==> images/flops_by_reg.png <==
Drawn at 2 px/micron.
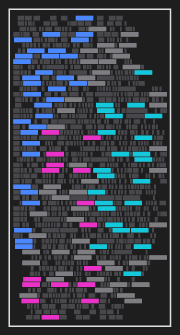
==> images/io_placement.png <==
Drawn at 2 px/micron. Pins as bars across the die edge, other pins in gray.
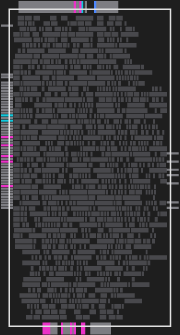
==> images/wires.png <==
Drawn at 3 px/micron.
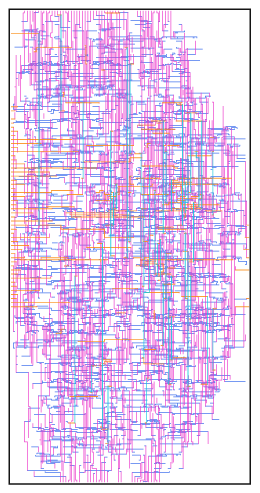
==> images/io_fan.png <==
Drawn at 3 px/micron.
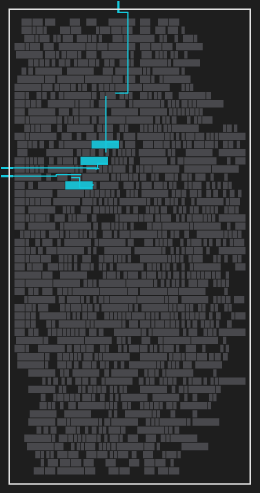
[src/rtl/stb_gen_ctrl_pkg.sv]
// Shared types and default parameters for the strobe generator sequencer.
package stb_gen_ctrl_pkg;

  localparam int DEF_T_CNT_WIDTH = 32;
  localparam int DEF_DET_CYCLES  = 42;
  localparam int DEF_TO_WIDTH    = 24;
  localparam int DEF_NSTB_WIDTH  = 16;

  typedef enum logic [2:0] {
    ST_IDLE     = 3'd0,
    ST_DET      = 3'd1,
    ST_WAIT_RDY = 3'd2,
    ST_STB      = 3'd3,
    ST_DONE     = 3'd4
  } state_t;

  typedef enum logic [2:0] {
    STAT_OK      = 3'd0,
    STAT_TIMEOUT = 3'd1,
    STAT_ERR     = 3'd2,
    STAT_ABORT   = 3'd3,
    STAT_ZERO    = 3'd4
  } status_t;

endpackage

[src/rtl/stb_gen_ctrl_if.sv]
// Handshake between the sequencer (master) and stb_gen (slave).
interface stb_gen_ctrl_if #(
  parameter int T_CNT_WIDTH = 32
);
  logic                   run_det_o;
  logic                   stb_req_o;
  logic                   oe_o;
  logic                   rdy_i;
  logic                   err_i;
  logic                   stb_valid_i;
  logic [T_CNT_WIDTH-1:0] stb_period_i;

  modport master (
    output run_det_o, stb_req_o, oe_o,
    input  rdy_i, err_i, stb_valid_i, stb_period_i
  );

  modport slave (
    input  run_det_o, stb_req_o, oe_o,
    output rdy_i, err_i, stb_valid_i, stb_period_i
  );
endinterface

[src/rtl/stb_gen_ctrl_timer.sv]
// Phase timer: counts cycles spent in a timed state. Loading 1 on entry makes
// the count equal to the number of cycles spent so far, so match means
// "this is the limit-th cycle".
module stb_gen_ctrl_timer #(
  parameter int WIDTH = 24
) (
  input  logic             clk_i,
  input  logic             arst_i,
  input  logic             clr_i,
  input  logic             ld_i,
  input  logic [WIDTH-1:0] ld_val_i,
  input  logic             en_i,
  input  logic [WIDTH-1:0] limit_i,
  output logic             match_o
);

  logic [WIDTH-1:0] cnt_q;

  // counter register: clear beats load beats increment
  always_ff @(posedge clk_i or posedge arst_i) begin
    if (arst_i)      cnt_q <= '0;
    else if (clr_i)  cnt_q <= '0;
    else if (ld_i)   cnt_q <= ld_val_i;
    else if (en_i)   cnt_q <= cnt_q + 1'b1;
  end

  assign match_o = (cnt_q == limit_i);

endmodule

[src/rtl/stb_gen_ctrl.sv]
// Strobe generator sequencer: detection, lock wait with timeout, strobe burst.
//
//   state       | meaning
//   ST_IDLE     | waiting for start
//   ST_DET      | run_det pulse, DET_CYCLES long
//   ST_WAIT_RDY | waiting for period lock, optional timeout
//   ST_STB      | issuing strobe requests, counting valid strobes
//   ST_DONE     | one-cycle completion pulse
module stb_gen_ctrl
  import stb_gen_ctrl_pkg::*;
#(
  parameter int T_CNT_WIDTH = DEF_T_CNT_WIDTH,
  parameter int DET_CYCLES  = DEF_DET_CYCLES,
  parameter int TO_WIDTH    = DEF_TO_WIDTH,
  parameter int NSTB_WIDTH  = DEF_NSTB_WIDTH
) (
  input  logic                   clk_i,
  input  logic                   arst_i,
  input  logic                   start_i,
  input  logic                   abort_i,
  input  logic [NSTB_WIDTH-1:0]  n_stb_i,
  input  logic [TO_WIDTH-1:0]    timeout_i,
  stb_gen_ctrl_if.master         gen,
  output logic                   busy_o,
  output logic                   done_o,
  output logic [2:0]             status_o,
  output logic [T_CNT_WIDTH-1:0] period_o,
  output logic [NSTB_WIDTH-1:0]  stb_cnt_o
);

  state_t                state_q, state_nxt;
  status_t               status_q, status_nxt;
  logic                  start_acc, period_ld, cnt_hit, stb_inc;
  logic [NSTB_WIDTH-1:0] n_stb_q;
  logic [TO_WIDTH-1:0]   timeout_q, tmr_limit;
  logic                  timed_nxt, tmr_clr, tmr_ld, tmr_en, tmr_match;

  stb_gen_ctrl_timer #(.WIDTH(TO_WIDTH)) u_timer (
    .clk_i    (clk_i),
    .arst_i   (arst_i),
    .clr_i    (tmr_clr),
    .ld_i     (tmr_ld),
    .ld_val_i (TO_WIDTH'(1)),
    .en_i     (tmr_en),
    .limit_i  (tmr_limit),
    .match_o  (tmr_match)
  );

  // next-state and status decode; abort > err > rdy/count > timeout
  always_comb begin
    state_nxt  = state_q;
    status_nxt = status_q;
    period_ld  = 1'b0;
    start_acc  = (state_q == ST_IDLE) && start_i;
    cnt_hit    = (n_stb_q != '0) && (stb_cnt_o == n_stb_q);
    stb_inc    = (state_q == ST_STB) && gen.stb_valid_i && !cnt_hit;
    tmr_limit  = (state_q == ST_DET) ? TO_WIDTH'(DET_CYCLES) : timeout_q;
    case (state_q)
      ST_IDLE: begin
        if (start_i) begin
          state_nxt  = ST_DET;
          status_nxt = STAT_OK;
        end
      end
      ST_DET: begin
        if (abort_i) begin
          state_nxt  = ST_DONE;
          status_nxt = STAT_ABORT;
        end else if (tmr_match) begin
          state_nxt = ST_WAIT_RDY;
        end
      end
      ST_WAIT_RDY: begin
        if (abort_i) begin
          state_nxt  = ST_DONE;
          status_nxt = STAT_ABORT;
        end else if (gen.err_i) begin
          state_nxt  = ST_DONE;
          status_nxt = STAT_ERR;
        end else if (gen.rdy_i) begin
          period_ld = 1'b1;
          if (gen.stb_period_i == '0) begin
            state_nxt  = ST_DONE;
            status_nxt = STAT_ZERO;
          end else begin
            state_nxt = ST_STB;
          end
        end else if ((timeout_q != '0) && tmr_match) begin
          state_nxt  = ST_DONE;
          status_nxt = STAT_TIMEOUT;
        end
      end
      ST_STB: begin
        if (abort_i) begin
          state_nxt  = ST_DONE;
          status_nxt = (n_stb_q == '0) ? STAT_OK : STAT_ABORT;
        end else if (gen.err_i) begin
          state_nxt  = ST_DONE;
          status_nxt = STAT_ERR;
        end else if (cnt_hit) begin
          state_nxt  = ST_DONE;
          status_nxt = STAT_OK;
        end
      end
      ST_DONE: state_nxt = ST_IDLE;
      default: state_nxt = ST_IDLE;
    endcase
  end

  // timer restarts at 1 on entry to a timed state and is held clear elsewhere
  always_comb begin
    timed_nxt = (state_nxt == ST_DET) || (state_nxt == ST_WAIT_RDY);
    tmr_clr   = !timed_nxt;
    tmr_ld    = timed_nxt && (state_nxt != state_q);
    tmr_en    = timed_nxt && (state_nxt == state_q);
  end

  // state register
  always_ff @(posedge clk_i or posedge arst_i) begin
    if (arst_i) state_q <= ST_IDLE;
    else        state_q <= state_nxt;
  end

  // registered control outputs, decoded from the state being entered
  always_ff @(posedge clk_i or posedge arst_i) begin
    if (arst_i) begin
      gen.run_det_o <= 1'b0;
      gen.stb_req_o <= 1'b0;
      gen.oe_o      <= 1'b0;
      busy_o        <= 1'b0;
      done_o        <= 1'b0;
    end else begin
      gen.run_det_o <= (state_nxt == ST_DET);
      gen.stb_req_o <= (state_nxt == ST_STB);
      gen.oe_o      <= (state_nxt == ST_STB);
      busy_o        <= (state_nxt != ST_IDLE);
      done_o        <= (state_nxt == ST_DONE);
    end
  end

  // run parameters, result registers and the saturating strobe counter
  always_ff @(posedge clk_i or posedge arst_i) begin
    if (arst_i) begin
      n_stb_q   <= '0;
      timeout_q <= '0;
      period_o  <= '0;
      stb_cnt_o <= '0;
      status_q  <= STAT_OK;
    end else begin
      status_q <= status_nxt;
      if (start_acc) begin
        n_stb_q   <= n_stb_i;
        timeout_q <= timeout_i;
        period_o  <= '0;
        stb_cnt_o <= '0;
      end else begin
        if (period_ld) period_o <= gen.stb_period_i;
        if (stb_inc && (stb_cnt_o != '1)) stb_cnt_o <= stb_cnt_o + 1'b1;
      end
    end
  end

  assign status_o = status_q;

endmodule

[src/flat_wrapper.sv]
// flat-port wrapper written by rule: the top's interface ports become plain ports
module stb_gen_ctrl_flat import stb_gen_ctrl_pkg::*;
#(
  parameter int T_CNT_WIDTH = DEF_T_CNT_WIDTH,
  parameter int DET_CYCLES  = DEF_DET_CYCLES,
  parameter int TO_WIDTH    = DEF_TO_WIDTH,
  parameter int NSTB_WIDTH  = DEF_NSTB_WIDTH
)
  (clk_i, arst_i, start_i, abort_i, n_stb_i, timeout_i, busy_o, done_o, status_o, period_o, stb_cnt_o, gen_run_det_o, gen_stb_req_o, gen_oe_o, gen_rdy_i, gen_err_i, gen_stb_valid_i, gen_stb_period_i);
  stb_gen_ctrl_if #(.T_CNT_WIDTH(T_CNT_WIDTH)) gen_i ();
  input  logic clk_i;
  input  logic arst_i;
  input  logic start_i;
  input  logic abort_i;
  input  logic [NSTB_WIDTH-1:0] n_stb_i;
  input  logic [TO_WIDTH-1:0] timeout_i;
  output logic busy_o;
  output logic done_o;
  output logic [2:0] status_o;
  output logic [T_CNT_WIDTH-1:0] period_o;
  output logic [NSTB_WIDTH-1:0] stb_cnt_o;
  output wire logic [$bits(gen_i.run_det_o)-1:0] gen_run_det_o;
  output wire logic [$bits(gen_i.stb_req_o)-1:0] gen_stb_req_o;
  output wire logic [$bits(gen_i.oe_o)-1:0] gen_oe_o;
  input wire logic [$bits(gen_i.rdy_i)-1:0] gen_rdy_i;
  input wire logic [$bits(gen_i.err_i)-1:0] gen_err_i;
  input wire logic [$bits(gen_i.stb_valid_i)-1:0] gen_stb_valid_i;
  input wire logic [$bits(gen_i.stb_period_i)-1:0] gen_stb_period_i;
  assign gen_run_det_o = gen_i.run_det_o;
  assign gen_stb_req_o = gen_i.stb_req_o;
  assign gen_oe_o = gen_i.oe_o;
  assign gen_i.rdy_i = gen_rdy_i;
  assign gen_i.err_i = gen_err_i;
  assign gen_i.stb_valid_i = gen_stb_valid_i;
  assign gen_i.stb_period_i = gen_stb_period_i;
  stb_gen_ctrl #(.T_CNT_WIDTH(T_CNT_WIDTH), .DET_CYCLES(DET_CYCLES), .TO_WIDTH(TO_WIDTH), .NSTB_WIDTH(NSTB_WIDTH)) u_core (.clk_i(clk_i), .arst_i(arst_i), .start_i(start_i), .abort_i(abort_i), .n_stb_i(n_stb_i), .timeout_i(timeout_i), .gen(gen_i), .busy_o(busy_o), .done_o(done_o), .status_o(status_o), .period_o(period_o), .stb_cnt_o(stb_cnt_o));
endmodule
[config.mk]
export PLATFORM = sky130hd
export DESIGN_NAME = stb_gen_ctrl_flat
export DESIGN_NICKNAME = d
export VERILOG_FILES = /design/src/rtl/stb_gen_ctrl_pkg.sv /design/src/rtl/stb_gen_ctrl_if.sv /design/src/rtl/stb_gen_ctrl_timer.sv /design/src/rtl/stb_gen_ctrl.sv /design/src/flat_wrapper.sv
export SDC_FILE = /design/constraint.sdc
export NUM_CORES = 1
export LEC_CHECK = 0
export ABC_AREA = 1
export CAP_MARGIN = 20
export CORE_ASPECT_RATIO = 2
export CORE_UTILIZATION = 56
export DETAILED_ROUTE_END_ITERATION = 6
export PLACE_DENSITY = 0.86
export RECOVER_POWER = 25
export SETUP_SLACK_MARGIN = 0.2
export SLEW_MARGIN = 25
export SYNTH_ARGS = -nofsm -noshare
export SYNTH_HDL_FRONTEND = slang
export SYNTH_SLANG_ARGS = --single-unit
export TNS_END_PERCENT = 20
[constraint.sdc]
create_clock -name clk_i -period 10 [get_ports clk_i]
set_input_delay 2.5 -clock clk_i [delete_from_list [all_inputs] [get_ports clk_i]]
set_output_delay 2.5 -clock clk_i [all_outputs]
set_load 0.005 [all_outputs]
==> summary.txt <==
Notes on the flow run.

- The power report attributes to the clock group a share of 0.335.
- The multiplexer share of the synthesized area is 0, for reference.
- The share of total power dissipated in sequential elements is 0.381.
- The maximum number of pins on one net before global-route repair is around 80, for reference.
- Combinational power for this build is 0.484 mW.
- The share of the cycle needed by the critical path after routing is 0.606, for reference.
- At the end of the flow, the number of nets in the layout was roughly 1,100.
- The fraction of area in clock buffers and inverters is 0.0629, for reference.
- The count of H-tree levels built during CTS is 4, for reference.
- The die covers roughly 13,000 sq um.
- The hold path depth is 2, for reference.
- The inverter count of the layout excluding clock inverters is around 130, for reference.
- The startpoint of the worst hold path is u_core.status_o[1], for reference.
- The residual overflow from global routing is 0, for reference.
- The layout report gives the multi-input gate share of total cell area as 0.355.
- Sequential power for this build is ~0.65 mW.
- For this run, the register share of the synthesized area comes to 0.450.
- The class of the most critical setup path is input pin to flip-flop, for reference.
- The worst supply voltage drop on vdd is approximately 0.13 mV, for reference.
- The static leakage power is 4.08 nW, for reference.
- By area the synthesized netlist is led by sky130_fd_sc_hd__dfrtp_1 45%, sky130_fd_sc_hd__nand2_1 14%, sky130_fd_sc_hd__inv_1 6.7%.
- The total iterations of the first detailed-routing run is 7, for reference.
- The required time at the worst endpoint is listed as approximately 10 ns.
- The share of final-layout standard cells stronger than drive strength 1 is 0.0631, for reference.
- The combinational gate count is 629, for reference.
- In the final layout, flip-flops and latches occupy a little over 3000 sq um.
- On the critical path the data arrives at approximately 6.3 ns.
- STA classifies the critical path startpoint as an input pin.
- In the final layout, the registers with the most flip-flops are u_core.period_o (32), u_core.timeout_q (24), u_core.u_timer.cnt_q (24).
- Summing internal, switching and leakage power gives around 1.7 mW.
- The final timing report lists clock skew as about 0.0085 ns.
- Of all the cell area in the finished design, non-clock buffers hold 0.156.
- Summed over all layers, the routed wires come to approximately 19,000 microns.
- Per the cell usage report, the commonest logic cells after layout are 257 x sky130_fd_sc_hd__nand2_1, 122 x sky130_fd_sc_hd__dfrtp_1, 121 x sky130_fd_sc_hd__inv_1.
- The final reports fail on DRC, capacitance limit, slew limit.
- The main kind of combinational logic by area is simple AND/OR/NAND/NOR gates, for reference.
- The register with the most flip-flops in the layout has 32 of them.
- The top routing layer in use is met4, for reference.
- The tree is rooted in a sky130_fd_sc_hd__clkbuf_16.
- The total number of clock tree sinks is approximately 120, for reference.
- The final non-filler cell total is approximately 1,200, for reference.
- In the per-layer breakdown of the detailed-route log, met1 shows approximately 6400 microns.
- The clock network power is about 0.57 mW, for reference.
- Per the OpenROAD floorplan log, the width of the die is between 70 and 80 microns.
- For reference, the critical path cell chain is dlygate4sd3_1, nand3_2, clkbuf_1, inv_2, nor2_1, nand2_1, inv_1, nand3_1, nand2_1, nor2_1, nand2_2, nor3_1.
- STA lists the startpoint of the worst register-to-register path as u_core.state_q[0].
- In this run the worst path has a maximum fanout of 60.
- The met1 global-route usage is 0.336, for reference.
- The global routing met3 resource utilization is 0.0669, for reference.
- The instance count after placement with tap cells included is between 1,000 and 1,500, for reference.
- Broken down by cell family, the worst path's largest delay share belongs to buffers and inverters.
- The final layout reports a setup TNS of 0 ns.
- The max capacitance violation total is 2, for reference.
- When the netlist entered floorplanning its net count stood at 990.
- The number of gates resized after CTS was 0.
- The switching power total is roughly 0.62 mW, for reference.
- The floorplan has 56 rows.
- The delay contributed by the slowest stage of the critical path is 1.83 ns, for reference.
- The average cell area after synthesis is 7.47 sq um, for reference.
- The dominant register cell is sky130_fd_sc_hd__dfrtp_1, for reference.
- The largest cell class by area is multi-input combinational cells, for reference.
- The global routing stage identified its most utilized layer as met2.
- Logic depth along the worst register-to-register path is recorded as 12.
- For the pin with the worst max-slew slack, the measured transition is 2.59 ns.
- Per the synthesis report, the dominant area consumer among library cells is sky130_fd_sc_hd__dfrtp_1.
- Buffers inserted to repair hold after CTS numbered 0.
- The portion of total power attributed to combinational logic is 0.284, for reference.
- The total number of tap cells is roughly 150, for reference.
- In the synthesized netlist, the number of instances is between 900 and 1,000.
- The basic-gate share of the synthesized area counting and, or, nand and nor cells is 0.336, for reference.
- Static timing analysis puts the maximum clock frequency at 0.165 GHz.
- The DRC violation total left in the routed layout is recorded as 2.
- Leaving out buffers and inverters, the combinational logic in the layout accounts for 3100 sq um.
- The cell with the largest stage delay on the worst path is sky130_fd_sc_hd__clkbuf_1, for reference.
- The reg-to-reg endpoint is u_core.u_timer.cnt_q[20], for reference.
- The synthesized netlist has a Yosys-reported chip area of between 6000 and 7000 sq um.
- The area of all placed cells without fillers is between 8000 and 9000 sq um, for reference.
- The library cell with the highest instance count after synthesis is sky130_fd_sc_hd__nand2_1, for reference.
- Counting flops with an async set or reset pin after synthesis yields a share of 1.00.
- In this run, the synthesized area fraction spent on xor and xnor cells is recorded as 0.0426.
- The cell area that synthesis handed to floorplanning was between 6000 and 7000 sq um.
- For this run, global-route usage on met2 was measured as 0.588.
- The flow ran to the end, but the final reports show violations.
- The routed length on met2 is ~11,000 microns, for reference.
- The number of buffers inserted during clock tree synthesis is 17, for reference.
- The largest share of the power goes to registers.
- The buffer levels on the longest clock path is 2, for reference.
- The overall fraction of global-route tracks in use is 0.326, for reference.
- Per the summary, power density relative to cell area is around 200 nW/um^2.
- The first global-routing pass estimated between 30,000 and 40,000 microns of wire.
- The number of flops mapped to enable cells by yosys is 0, for reference.
- The worst setup timing slack at the placement stage is around 4.2 ns, for reference.
- Of the total standard cell area in the layout, the sequential portion is 0.350.
- The final weighted congestion in routability-driven placement is between 0.9 and 1, for reference.
- In the routed layout, each cell is associated on average with a via count of approximately 5.6.
- The kind of end point of the critical path is a flip-flop, for reference.
- The clock tree from TritonCTS is done, for reference.
- Of the total power, the share spent switching nets is 0.364.
- Hold timing on the final database bottoms out at a slack of between 0.4 and 0.5 ns.
- The share of the synthesized area in the top cell type is 0.450, for reference.
- The final max-slew violation count is 104, for reference.
- The total setup buffers inserted after CTS is 0, for reference.
- The routed layout has roughly 6,600 vias.
- TritonRoute output was used to compute an average wire per cell of between 15 and 20 microns.
- The initial antenna violation count is 0.
- The final sequential cell count is between 100 and 150, for reference.
- The count of clock-net buffers in the final layout is 20, for reference.
- The classification of the worst-slack hold path is flip-flop to flip-flop, for reference.
- Once iteration 0 of detailed routing completed, the report listed around 530 DRC markers.
- The top cell type in the final layout, fill and taps aside, is sky130_fd_sc_hd__nand2_1.
- The final antenna diode count is 0, for reference.
- The floorplan core area is 11,800 sq um, for reference.
- The least setup slack across all paths after layout is ~3.9 ns, for reference.
- The synthesized-area fraction occupied by ao, oa, aoi and oai cells is 0.0715, for reference.
- The number of top-level pins is 135, for reference.
- Counting instances in the post-synthesis netlist gives the leading cell types as 256 x sky130_fd_sc_hd__nand2_1, 122 x sky130_fd_sc_hd__dfrtp_1, 122 x sky130_fd_sc_hd__inv_1, 88 x sky130_fd_sc_hd__nand3_1, 76 x sky130_fd_sc_hd__nor2_1.
- Setup repair after global routing left no endpoint under its margin.
- The final timing report derives a shortest allowable period of between 6 and 7 ns.
- The clock-pin slew on the worst setup and hold paths is 0.05 ns, for reference.
- The timing report lists the critical path depth as 12 cells.
- After detailed routing, the met3 layer carries between 1000 and 1500 microns of wire.
- Port buffering added around 130 buffers.
- The area added between synthesis and finish is 28.4%, for reference.
- Summing all placed instances gives a cell area of 8170 sq um.
- The number of endpoints failing setup at the final stage is 0, for reference.
- The chip height is ~160 microns, for reference.
- The hold violation count in the final report is 0, for reference.
- Yosys reported a register bit count of roughly 120.
- The post-synthesis cell count from yosys is slightly above 900, for reference.
- The largest register by flop count is u_core.period_o.
- The clock latency of the later-clocked register in the worst-skew pair is between 0.4 and 0.5 ns, for reference.
- The gate-level netlist out of Yosys references 33 unique cell types.
- Per the layout report, the design carries a little under 900 filler cells.
- The final core utilization is 0.741, for reference.
- In the placement report, post-DP HPWL is listed as around 13,000 microns.
- Once detail routing completed, the nets flagged for antenna violations numbered 0.
- The critical path ends at u_core.u_timer.cnt_q[20].
- The via count of the first global-routing pass is roughly 6,600, for reference.
- The max-slew check reports its worst relative slack as -0.725.
Back to the opening pictures, flops_by_reg.png:
- cyan: `u_core.u_timer.cnt_q` (placed flops 24)
- blue: `u_core.period_o` (placed flops 32)
- magenta: `u_core.n_stb_q` (placed flops 16)
- not colored: 50

Back to the opening pictures, io_placement.png:
- blue: `gen_rdy_i` (pins 1; direction input; edge top)
- cyan: `status_o` (pins 3; direction output; edge 2 left, 1 top)
- magenta: `n_stb_i` (pins 16; direction input; edge 9 bottom, 5 left, 2 top)
- all pins by edge: 50 left, 49 top, 29 bottom, 7 right

Back to the opening pictures, wires.png:
- magenta: metal 2 (wire length 10,500 microns)
- cyan: metal 4 (wire length 1,090 microns)
- orange: metal 3 (wire length 1,040 microns)
- blue: metal 1 (wire length 6,400 microns)

Back to the opening pictures, io_fan.png:
- cyan: `status_o` (bits 3; direction output; end cells 3; buffers 3; wire 130 microns)

Power and IR drop assume default switching activity.
